**Run 1: gate-type map**

(3 px per µm)
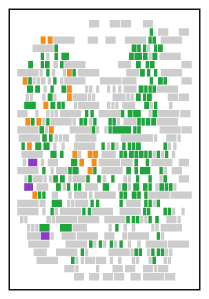
**Run 1: wiring by layer**

(3 px per µm)
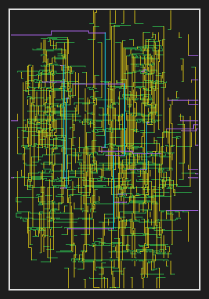
**Run 1: met3 routing**

(4 px per µm)
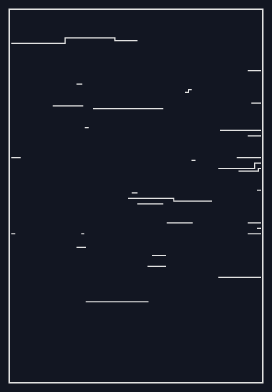
### src/rtl/seg7_pkg.sv
// rtl/seg7_pkg.sv - shared types, hex font and blanking helper for the seven-segment scanner
package seg7_pkg;

    typedef logic [6:0] seg_t;

    // Active-high segment patterns {g,f,e,d,c,b,a} for hex digits 0..F
    localparam seg_t FONT [16] = '{
        7'h3F, 7'h06, 7'h5B, 7'h4F, 7'h66, 7'h6D, 7'h7D, 7'h07,
        7'h7F, 7'h6F, 7'h77, 7'h7C, 7'h39, 7'h5E, 7'h79, 7'h71
    };

    // Bit k set when nibble k and every higher nibble are zero; digit 0 is never blanked
    function automatic logic [3:0] lz_blank_mask(input logic [15:0] v);
        lz_blank_mask = {v[15:12] == 4'h0, v[15:8] == 8'h00, v[15:4] == 12'h000, 1'b0};
    endfunction

endpackage

### src/rtl/hex_to_seg.sv
// rtl/hex_to_seg.sv - combinational hex nibble to active-high segment pattern
module hex_to_seg
    import seg7_pkg::*;
(
    input  logic [3:0] nibble,
    output seg_t       seg
);

    assign seg = FONT[nibble];

endmodule

### src/rtl/seven_seg_scanner.sv
// rtl/seven_seg_scanner.sv - 4-digit multiplexed hex display driver with dead time,
// leading-zero blanking and a once-per-frame input snapshot
module seven_seg_scanner
    import seg7_pkg::*;
#(
    parameter int CLK_DIV     = 50000,
    parameter int DEAD_CYCLES = 500,
    parameter int ACTIVE_LOW  = 1
) (
    input  logic        clk,
    input  logic        rst,
    input  logic [15:0] value_in,
    input  logic        blank_lz,
    input  logic [3:0]  dp_mask,
    output logic [3:0]  anode,
    output logic [6:0]  seg,
    output logic        dp,
    output logic        frame_done
);

    localparam int PW = (CLK_DIV > 2) ? $clog2(CLK_DIV) : 1;
    localparam logic [PW-1:0] LAST = PW'(CLK_DIV - 1);
    localparam logic [PW-1:0] DEAD = PW'(DEAD_CYCLES);
    localparam logic          POL  = (ACTIVE_LOW != 0);

    logic [PW-1:0] presc;
    logic [1:0]    digit;
    logic [15:0]   shadow_val;
    logic [3:0]    shadow_dp;

    logic [3:0] nib;
    seg_t       font_seg;
    logic [3:0] lz_mask;
    logic       active;
    logic       blank;
    logic [3:0] an_h;
    seg_t       seg_h;
    logic       dp_h;

    assign nib     = shadow_val[{digit, 2'b00} +: 4];
    assign lz_mask = lz_blank_mask(shadow_val);

    hex_to_seg u_font (
        .nibble (nib),
        .seg    (font_seg)
    );

    // Blanked digits keep their anode lit so the decimal point still shows
    always_comb begin
        active = (presc >= DEAD);
        blank  = blank_lz && lz_mask[digit];
        an_h   = active ? (4'b0001 << digit) : 4'b0000;
        seg_h  = (active && !blank) ? font_seg : 7'h00;
        dp_h   = active && shadow_dp[digit];
    end

    always_ff @(posedge clk) begin
        if (rst) begin
            presc      <= '0;
            digit      <= 2'd0;
            shadow_val <= 16'h0000;
            shadow_dp  <= 4'h0;
            anode      <= {4{POL}};
            seg        <= {7{POL}};
            dp         <= POL;
            frame_done <= 1'b0;
        end else begin
            if (presc == LAST) begin
                presc <= '0;
                digit <= digit + 2'd1;
            end else begin
                presc <= presc + 1'b1;
            end
            if (presc == '0 && digit == 2'd0) begin
                shadow_val <= value_in;
                shadow_dp  <= dp_mask;
            end
            anode      <= an_h ^ {4{POL}};
            seg        <= seg_h ^ {7{POL}};
            dp         <= dp_h ^ POL;
            frame_done <= (presc == LAST) && (digit == 2'd3);
        end
    end

endmodule

### config.mk
export PLATFORM = sky130hd
export DESIGN_NAME = seven_seg_scanner
export DESIGN_NICKNAME = d
export VERILOG_FILES = /design/src/rtl/seg7_pkg.sv /design/src/rtl/hex_to_seg.sv /design/src/rtl/seven_seg_scanner.sv
export SDC_FILE = /design/constraint.sdc
export NUM_CORES = 1
export LEC_CHECK = 0
export ABC_AREA = 1
export CAP_MARGIN = 15
export CORE_AREA = 2 2 61 91
export CTS_BUF_LIST = sky130_fd_sc_hd__clkbuf_4 sky130_fd_sc_hd__clkbuf_8
export DETAILED_ROUTE_END_ITERATION = 16
export DIE_AREA = 0 0 63 93
export PLACE_DENSITY = 0.77
export SLEW_MARGIN = 10
export SYNTH_ARGS = -nofsm -noshare
export SYNTH_HDL_FRONTEND = slang
export SYNTH_SLANG_ARGS = --single-unit
### constraint.sdc
create_clock -name clk -period 4.7 [get_ports clk]
set_input_delay 0.47 -clock clk [delete_from_list [all_inputs] [get_ports clk]]
set_output_delay 0.47 -clock clk [all_outputs]
set_load 0.05 [all_outputs]
==> flow_summary.yaml, run 1 <==
# yosys + openroad results
synth:
  synth_cell_types: 27
  adder_share: 0.0560
  syn_area_per_cell_um2: 6.76
  ys_cells: 397
  yosys_warnings: 0
  ys_ff: 51
  syn_area_um2: 2680
  topCombFamilyByArea: "simple AND/OR/NAND/NOR gates"
  ys_sh_simple: 0.417
  synthesis.nets: 432
  yosysChipArea_um2: 2680
  async_flop_share: 0
floorplanning:
  core_area_um2: 5080
  io_pins: 36
  rows: 32
  die_y_um: 93
power:
  p_sw_uw: 254
  irDropWorstVdd_mv: 0.208
  cellPowerDensity_nw_per_um2: 300
  power_leakage_nw: 1.42
  swShare: 0.269
  p_seq_frac: 0.497
  power_frac_comb: 0.165
clock_tree:
  clock_latency_ns: 0.31
  cts_root_buf: "clkbuf_8"
  cts_max_level: 2
  tritoncts: "yes"
  cts_buffers: 5
  ctsResizeCount: 0
timing:
  finalClockSkew_ns: 0.00644
  setup_tns_ns: 0
  slew_violations: 0
  setup_viol: 0
  period_needed_ns: 2.15
  post-route-period-util: 0.457
  rsz0062_at_grt: "no"
  whs_ns: 0.482
critical_path:
  cp_max_fo: 40
  crit_required_ns: 4.91
  start_kind: "flip-flop"
  crit_path_end_kind: "flip-flop"
  path_cells: "inv_2 -> ha_1 -> nand3_1 -> nor2_1 -> nand2_2 -> nand2_1 -> nand2_1 -> nor2_1"
  rrSetupSlack_ns: 2.55
  slowest_delay_ns: 0.65
  cp_top_family: "simple AND/OR/NAND/NOR gates"
route:
  post_drt_wl_per_cell_um: 11.5
  wl_met2_um: 3170
  ant_nets: 0
  top_layer_used: "met4"
  drtIter0Drc: 138
  vias_per_cell: 4.81
  drc_errors: 0
global_routing:
  gr-total-overflow: 0
  antenna_found_initial: 0
  grt_max_degree: 41
placement:
  portBuffers: 35
  finalWeightedCongestion: 0.917
  dpl.hpwl_um: 4280
finish:
  nets: 463
  fillerInstances: 505
  fin_util: 0.617
  drive_above_1_share: 0.0699
flow_run:
  warning_count: 35
  maxCapViolations: 0
run_status:
  status: "complete, no violations"
min_path:
  hold_path_class: "reg -> reg"
Back to the opening pictures, 'gate-type map':
legend:
  xor and xnor cells:
    color: purple
    cells: 3
  aoi and oai cells:
    color: orange
    cells: 18
  nand cells:
    color: green
    cells: 171

Back to the opening pictures, 'wiring by layer':
legend:
  M3:
    color: purple
    wire_length: 185 µm
  M4:
    color: cyan
    wire_length: 169 µm
  M2:
    color: yellow
    wire_length: 3170 µm
  M1:
    color: green
    wire_length: 2190 µm
vias after detailed routing: 2391
Total GRT Usage: 0.216

Back to the opening pictures, 'met3 routing':
wire length on this layer: 185 µm
nets with wire on the layer: 23
main direction: horizontal

## run 1: logic make-up (layout without fill, tap and decap cells)
| logic type | count (synthesis) | in the layout |
|---|---|---|
| xor+xnor | 3 | 3 |
| compound gates | 18 | 18 |
| flops | 51 | 51 |
| buf+inv | 59 | 91 |
| simple gates | 254 | 254 |
| fa+ha+maj | 12 | 12 |
## run 1: worst register-to-register path, cell delays in order, from the launching register on
cell and delay (ns):
dfxtp_1 0.65, inv_2 0.22, ha_1 0.27, nand3_1 0.08, nor2_1 0.05, nand2_2 0.51
nand2_1 0.12, nand2_1 0.10, nor2_1 0.05
## run 1: path summary, 6_finish.rpt
check | from | end | cells after the start
setup / recovery | digit[0] | shadow_dp[1] | 8
hold / removal | presc[13] | presc[13] | 2
setup reg to reg | digit[0] | shadow_dp[1] | 8
hold reg to reg | presc[13] | presc[13] | 2
## run 1: area by class of cell
type	instances	area, µm²	share of cell area
clock inverters	2	35.0	0.0112
multi-input cells	287	1380	0.441
clock buffers	6	82.6	0.0263
well taps	68	85.1	0.0271
inverters	48	180	0.0574
repair buffers	35	350	0.112
flip-flops and latches	51	1020	0.325
## run 1: through the flow
stage	total power [mW]	std cells	worst slack, ns
CTS	0.950	497	2.54
floorplan	0.596	397	3.06
detailed placement	0.634	489	2.57
finish	0.943	497	2.55
global placement	0.630	489	2.61
global route	0.994	497	2.34
## run 1: layer usage
layer  global-route usage  up-vias
li1                     -     1276
met1                0.215     1067
met2                0.424       35
met3               0.0409       13
met4               0.0963        0
met5                    0        -
## run 1: state kept, by name (all words and copies together), names as in the netlist
signal      flops
presc          16
shadow_val     16
seg             7
anode           4
shadow_dp       4
digit           2
dp              1
frame_done      1
## run 1: placed cells by master, fill, tap and decap left out, types with 4 or more instances in the layout
| cell | n |
|---|---|
| dfxtp_1 | 51 |
| nor2_1 | 73 |
| nand2_2 | 5 |
| nand3_1 | 36 |
| o21ai_0 | 6 |
| clkbuf_8 | 6 |
| nand2_1 | 118 |
| a21oi_1 | 12 |
| clkdlybuf4s50_1 | 35 |
| ha_1 | 12 |
| inv_2 | 4 |
| inv_1 | 44 |
## run 1: power by group through the flow
stage          clock (mW)  combinational (mW)  sequential [mW]
4_1_cts             0.325               0.157            0.468
6_report            0.319               0.156            0.468
2_1_floorplan           0               0.122            0.474
5_1_grt             0.340               0.183            0.471
3_3_place_gp            0               0.153            0.477
3_5_place_dp            0               0.156            0.478
**Run 1: clock nets**

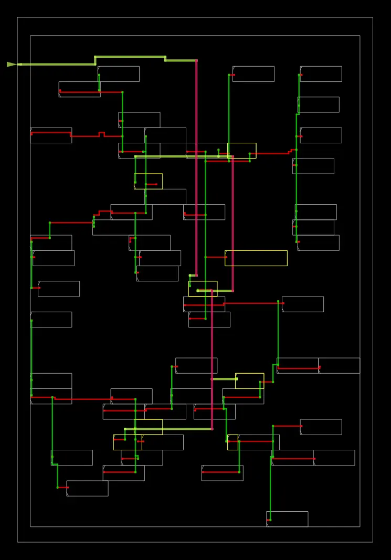

--- run 2 (diff from run 1) ---
clock period = 2.2 ns   (was 4.7 ns; I/O delays follow)
**Run 2: clock nets**

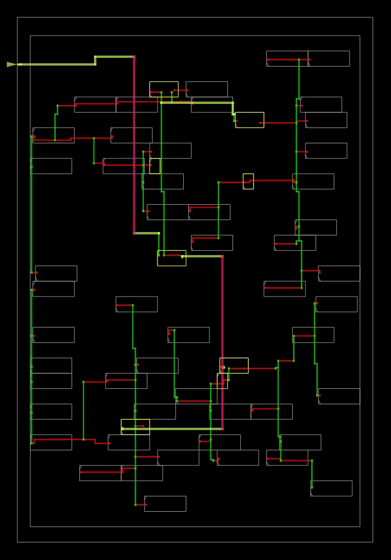
clock skew: 0.00863 ns
clock buffers: 5
number of CTS-inserted buffers: 5
P_clk: 525 µW
registers: 51

**Run 2: met3 routing**

(4 px per µm)
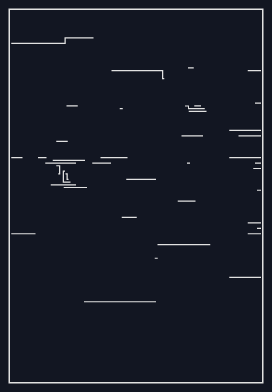
wire length on this layer: 204 µm
main direction: horizontal
nets with wire on the layer: 33
share of all routed wire: 3.6%
vias after detailed routing: 2448
M3 GR Usage: 0.0385
Routed WL: 5630 µm

==> flow_summary.yaml, run 2 <==
# yosys + openroad results
finish:
  finalNonFillerCells: 500
  syn_to_final_growth_pct: 17.0
  top_regs: "presc x16, shadow_val x16, seg x7"
  nets: 466
  final_cell_area_um2: 3140
  fillerInstances: 505
  fin_util: 0.617
  antennaDiodeCount: 0
  lay_top_cells: "nand2_1 (118), nor2_1 (73), dfxtp_1 (51), inv_1 (44), nand3_1 (36)"
  flop_area_um2: 1020
  lay_top_count: "nand2_1"
  drive_above_1_share: 0.0764
  area.combinational_um2: 1380
critical_path:
  worstSetupEndpoint: "seg[3]"
  setup.worst_path.class: "reg -> reg"
  crit_required_ns: 2.46
  timing.rr.end: "seg[3]"
  cp_max_fo: 10
  rrSetupSlack_ns: 0.42
  rr_worst_depth: 9
  cp-startpoint: "digit[1]"
  start_kind: "flip-flop"
  crit_path_end_kind: "flip-flop"
  r2r_start: "digit[1]"
clock_tree:
  path_clk_slew_ns: 0.09
  post_cts_buffers: 0
  tritoncts: "yes"
  clock_latency_ns: 0.31
  cts_max_level: 2
  ctsResizeCount: 0
  cts_root_buf: "clkbuf_8"
  cts_sinks: 51
  holdBufCountCts: 0
  cts_max_path_buffers: 2
timing:
  rsz0062_at_grt: "no"
  setup_tns_ns: 0
  timing_hold_violations_final: 0
  max_slew_margin: 0.657
  slew_violations: 0
  whs_ns: 0.478
  period_needed_ns: 1.78
  setup_viol: 0
  max_freq_mhz: 560
  post-route-period-util: 0.811
  setup_slack_ns: 0.415
synth:
  seq_area_frac_synth: 0.381
  ys_sh_simple: 0.417
  synth_top_area_share: 0.381
  yosysChipArea_um2: 2680
  topCombFamilyByArea: "simple AND/OR/NAND/NOR gates"
  synth_dominant_cell_count: "nand2_1"
  synth_cell_types: 27
  adder_share: 0.0560
  ys_cells: 397
  syn_area_per_cell_um2: 6.76
  topCellsByArea: "dfxtp_1 (38%), nand2_1 (17%), nor2_1 (10%)"
  netlist_instances: 397
  yosys_warnings: 0
  syn_area_um2: 2680
  async_flop_share: 0
  synthesis.nets: 432
  ys_ff: 51
  synth-edff-count: 0
floorplanning:
  rows: 32
  die_y_um: 93
  die_x_um: 63
  dieArea_um2: 5860
  io_pins: 36
  fp_util: 0.528
  core_area_um2: 5080
route:
  drc_errors: 0
  vias_per_cell: 4.90
  ant_nets: 0
  post_drt_wl_per_cell_um: 11.3
  drtIter0Drc: 117
  drt-pass1-iter-count: 4
min_path:
  hold_path_class: "reg -> reg"
flow_run:
  warning_count: 35
  maxCapViolations: 0
power:
  p_total_mw: 1.87
  cellPowerDensity_nw_per_um2: 595
  irDropWorstVdd_mv: 0.396
  power_leakage_nw: 1.43
run_status:
  status: "complete, no violations"
global_routing:
  antenna_found_initial: 0
  grt_pass1_wl_um: 9870
  grt_use_total: 0.210
  gr-total-overflow: 0
  grt_max_degree: 27
placement:
  portBuffers: 35
  placed_area_um2: 3060
  dpl.hpwl_um: 4390
  placed_cells: 492
  place_ws_ns: 0.451
  finalWeightedCongestion: 0.905
## run 2: cell counts after synthesis
No cell type changed its count.
## run 2: how the worst min path moves through the flow
stage	slack [ns]	to	cells after the start	from
after floorplan	0.35	shadow_dp[0]	2	dp_mask[0]
after global placement	0.45	presc[0]	1	presc[0]
after detailed placement	0.47	presc[0]	1	presc[0]
after CTS	0.48	shadow_val[7]	3	value_in[7]
after global routing	0.50	shadow_val[7]	3	value_in[7]
final	0.48	presc[0]	1	presc[0]
## run 2: cell families (layout without fill, tap and decap cells)
logic type | after synthesis | in the layout
buf+inv | 59 | 94
fa+ha+maj | 12 | 12
xor+xnor | 3 | 3
simple gates | 254 | 254
compound gates | 18 | 18
flops | 51 | 51
## run 2: routing by layer
metal	vias to the layer above	global-route usage	wire (µm)
met3	11	0.0385	204
met2	59	0.431	3200
met5	-	0	0
met1	1094	0.188	2100
li1	1284	-	-
met4	0	0.109	121
## run 2: power by group
part / switching (mW) / internal [mW] / total (mW)
Clock: 0.307 / 0.218 / 0.525
Sequential: 0.0273 / 0.972 / 1.00
Combinational: 0.203 / 0.140 / 0.343
## run 2: critical path, cell delays in order (launching register included)
cell and delay [ns]:
dfxtp_1 0.54, inv_2 0.16, nand3_1 0.13, nand2_1 0.13, inv_1 0.16, ha_1 0.26
nand3b_1 0.16, nand3_1 0.09, nand2_1 0.05, nand2_1 0.04
## run 2: final cells by class
| class | instances | share of cell area |
|---|---|---|
| Clock buffer | 5 | 0.0219 |
| Clock inverter | 3 | 0.00478 |
| Inverter | 48 | 0.0574 |
| Multi-Input combinational cell | 287 | 0.441 |
| Sequential cell | 51 | 0.325 |
| Tap cell | 68 | 0.0271 |
| Timing Repair Buffer | 38 | 0.123 |
Power is estimated from default activity; no workload was simulated.
